**Floorplan with the power grid**

Drawn at 1.5 px/um. Pins as bars on the die edge.
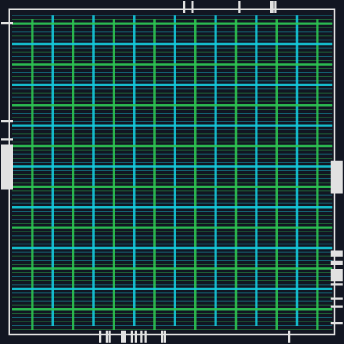
**Cells coloured by class**

Drawn at 1 px/um. Fill, decap, tap and diode cells in grey.
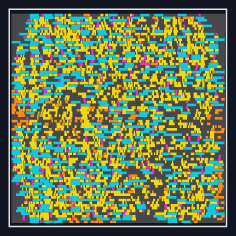
$ cat src/rtl/mmio_timer_bank.sv
// Bank of NCH memory-mapped timer channels: per-channel prescaler, compare, free-run /
// auto-reload / one-shot modes, sticky match flags and a combined interrupt.
module mmio_timer_bank #(
    parameter int NCH    = 4,
    parameter int CNT_W  = 32,
    parameter int PRE_W  = 16,
    parameter int ADDR_W = 6
) (
    input  logic              clock,
    input  logic              reset_n,
    input  logic              sel,
    input  logic              we,
    input  logic [ADDR_W-1:0] addr,
    input  logic [31:0]       wdata,
    output logic [31:0]       rdata,
    output logic              irq
);

    localparam int CH_W = ADDR_W - 2;
    localparam logic [CH_W-1:0] NCH_IDX = CH_W'(NCH);
    localparam logic [31:0] ID_VAL = {16'h7B01, 8'(CNT_W), 8'(NCH)};

    logic [CH_W-1:0] ch;
    logic [1:0]      off;
    logic            wr_status;

    logic [NCH-1:0][31:0] rd_ctrl;
    logic [NCH-1:0][31:0] rd_presc;
    logic [NCH-1:0][31:0] rd_count;
    logic [NCH-1:0][31:0] rd_cmp;
    logic [NCH-1:0]       status_vec;
    logic [NCH-1:0]       irq_vec;

    // Upper write-data bits beyond the register widths are deliberately dropped.
    logic unused_wdata;
    assign unused_wdata = &{1'b0, wdata};

    assign ch        = addr[ADDR_W-1:2];
    assign off       = addr[1:0];
    assign wr_status = sel && we && (ch == NCH_IDX) && (off == 2'd0);

    for (genvar g = 0; g < NCH; g++) begin : g_ch
        logic [3:0]       ctrl_q;
        logic [PRE_W-1:0] presc_q;
        logic [PRE_W-1:0] pcnt_q;
        logic [CNT_W-1:0] count_q;
        logic [CNT_W-1:0] cmp_q;
        logic             status_q;

        logic wr_hit;
        logic wr_ctrl;
        logic wr_presc;
        logic wr_count;
        logic wr_cmp;
        logic en;
        logic tick;
        logic match;
        logic pcnt_clr;

        assign wr_hit   = sel && we && (ch == CH_W'(g));
        assign wr_ctrl  = wr_hit && (off == 2'd0);
        assign wr_presc = wr_hit && (off == 2'd1);
        assign wr_count = wr_hit && (off == 2'd2);
        assign wr_cmp   = wr_hit && (off == 2'd3);

        assign en    = ctrl_q[0];
        assign tick  = en && (pcnt_q == presc_q);
        // A CPU write to COUNT suppresses the compare for that cycle.
        assign match = tick && !wr_count && (count_q == cmp_q);

        assign pcnt_clr = wr_presc || (wr_ctrl && wdata[0] && !en) || !en || tick;

        always_ff @(posedge clock or negedge reset_n) begin
            if (!reset_n) begin
                ctrl_q   <= '0;
                presc_q  <= '0;
                pcnt_q   <= '0;
                count_q  <= '0;
                cmp_q    <= '1;
                status_q <= 1'b0;
            end else begin
                if (wr_ctrl) begin
                    ctrl_q <= wdata[3:0];
                end else if (match && !ctrl_q[1] && ctrl_q[2]) begin
                    ctrl_q[0] <= 1'b0;
                end

                if (wr_presc) begin
                    presc_q <= wdata[PRE_W-1:0];
                end

                if (wr_cmp) begin
                    cmp_q <= wdata[CNT_W-1:0];
                end

                if (pcnt_clr) begin
                    pcnt_q <= '0;
                end else begin
                    pcnt_q <= pcnt_q + PRE_W'(1);
                end

                if (wr_count) begin
                    count_q <= wdata[CNT_W-1:0];
                end else if (tick) begin
                    if (match && ctrl_q[1]) begin
                        count_q <= '0;
                    end else if (!(match && ctrl_q[2])) begin
                        count_q <= count_q + CNT_W'(1);
                    end
                end

                // Set beats a simultaneous write-1-to-clear.
                if (match) begin
                    status_q <= 1'b1;
                end else if (wr_status && wdata[g]) begin
                    status_q <= 1'b0;
                end
            end
        end

        assign rd_ctrl[g]    = {28'd0, ctrl_q};
        assign rd_presc[g]   = 32'(presc_q);
        assign rd_count[g]   = 32'(count_q);
        assign rd_cmp[g]     = 32'(cmp_q);
        assign status_vec[g] = status_q;
        assign irq_vec[g]    = status_q && ctrl_q[3];
    end

    assign irq = |irq_vec;

    always_comb begin
        rdata = '0;
        if (sel) begin
            for (int i = 0; i < NCH; i++) begin
                if (ch == CH_W'(i)) begin
                    case (off)
                        2'd0:    rdata = rd_ctrl[i];
                        2'd1:    rdata = rd_presc[i];
                        2'd2:    rdata = rd_count[i];
                        default: rdata = rd_cmp[i];
                    endcase
                end
            end
            if (ch == NCH_IDX) begin
                case (off)
                    2'd0:    rdata = 32'(status_vec);
                    2'd1:    rdata = ID_VAL;
                    default: rdata = '0;
                endcase
            end
        end
    end

endmodule

$ cat config.mk
export PLATFORM = sky130hd
export DESIGN_NAME = mmio_timer_bank
export DESIGN_NICKNAME = d
export VERILOG_FILES = /design/src/rtl/mmio_timer_bank.sv
export SDC_FILE = /design/constraint.sdc
export NUM_CORES = 1
export LEC_CHECK = 0
export CAP_MARGIN = 20
export CORE_UTILIZATION = 55
export CTS_BUF_LIST = sky130_fd_sc_hd__clkbuf_2
export CTS_CLUSTER_SIZE = 16
export DETAILED_ROUTE_END_ITERATION = 12
export PLACE_DENSITY = 0.72
export SLEW_MARGIN = 30
export SYNTH_ARGS = -nofsm -noshare
export SYNTH_HDL_FRONTEND = slang
export SYNTH_SLANG_ARGS = --single-unit
$ cat constraint.sdc
create_clock -name clock -period 4.4 [get_ports clock]
set_clock_uncertainty 0.1 [all_clocks]
set_input_delay 0.88 -clock clock [delete_from_list [all_inputs] [get_ports clock]]
set_output_delay 0.88 -clock clock [all_outputs]
set_load 0.005 [all_outputs]
==> Slide: Implementation Results <==
Run Summary

Routing
  • Routed wl met3: 9.083 mm
  • Initial DRC Count: ~2500
  • ANT nets after route: 0
  • Drt drc: 0

Synthesis
  • Yosys stat cell total: ~2600
  • Synth top cells by count: dfrtp_1, mux2_2, nor2_1
  • Cell type with the largest total area: dfrtp_1
  • Synth warn: 0
  • Synth Area per Inst: around 9.7 um^2

Final layout
  • Commonest Layout Cell: dfrtp_1
  • Non-clock buffer count in the final layout: 183
  • Share of cells above drive strength 1: 27.45%
  • NumNets Final: about 2800
  • ClkCell Share: between 3 and 4%
  • Buffer share of cell area: 5.963%
  • FF/Latch Area: about 0.010 mm^2
  • Biggest regs: g_ch.cmp_q: 128 flops, g_ch.count_q: 128 flops
  • Antenna cell count: 4

Timing
  • Final Cycle Share: a little over nine tenths
  • Final WS setup: 107.0 ps
  • Slew Viols, Final: 0

Placed design
  • Final Wtd Congestion: 0.9745
  • Placed cell areas: approximately 0.027 mm^2
  • Worst slack, placed: -165.7 ps

Worst setup path
  • FF-to-FF End: g_ch[1].count_q[11]
  • Crit path DAT: between 3000 and 4000 ps
  • Bufs and invs on worst path: 2
  • Setup CP Type: register to primary output
  • CP endpoint kind: primary output
  • Slowest cell on the critical path: dfstp_2
  • Launch point of the worst path: g_ch[1].cmp_q[15]
  • Worst Path Max Fanout: 3
  • FF-to-FF path depth: 8

Pwr
  • Top pwr grp: registers
  • Static Leakage: approximately 11 nW
  • Power share of the clock group: a little under 30%
  • Net Sw Frac: between 30% and 40%
  • Power Clock: about 2.8 mW
  • Comb. pwr: 2.10 mW

Global route
  • Vias in the first global route: about 22000
  • Busiest grt layer: met1
  • Initial antenna violation count: 2
  • First-pass GRT wire length: between 100 and 150 mm

Floorplan
  • Die Ht: between 200 and 250 um
  • Tap cells: around 590

Run status
  • Outcome: finished clean

CTS
  • CTS tree: yes
  • Clk pin slew, worst setup/hold paths: roughly 110 ps

Run
  • Tool warnings: 28
  • Max-cap violations: 0
Back to the opening pictures, 'floorplan with the power grid':
colour	net
green	VSS
cyan	VDD
rows	77
met4 straps	15
met1 rails	78
met5 straps	15
signal pins	75

Back to the opening pictures, 'cells coloured by class':
colour	class	cells
magenta	clock drivers and dummy loads	206
orange	remaining buffers and delay cells	183
cyan	sequential cells	404
yellow	combinational and other logic	2012
design area: 0.02803 mm^2
Core ar.: 0.04470 mm^2
sequential share of cell area: 36.69%
fin util: 62.71%
row cnt: 77

==> cell families (layout without fill, tap and decap cells) <==
kind of cell             count (synthesis)  in the layout  share of synthesized area [%]
AND/OR/NAND/NOR                        884            884                          17.77
other                                    0              4                              0
AND-OR/OR-AND                          491            491                          13.25
buffers and inverters                  223            430                          3.537
XOR/XNOR                               263            263                          9.159
adder cells (fa/ha/maj)                  8              8                         0.3980
flip-flops                             404            404                          40.84
multiplexers                           325            325                          15.05
==> through the flow <==
| step | setup TNS, ps | util [%] | instances |
|---|---|---|---|
| after floorplan | 0 | - | 2598 |
| after detailed placement | -834.4 | 59.79 | 3176 |
| after global placement | -778.7 | 59.80 | 3176 |
| after global routing | -74.98 | 62.71 | 3401 |
| after CTS | -80.37 | 62.35 | 3390 |
| final | 0 | 62.71 | 3401 |
Power figures rest on the tool's default switching activity, not on a simulated workload.
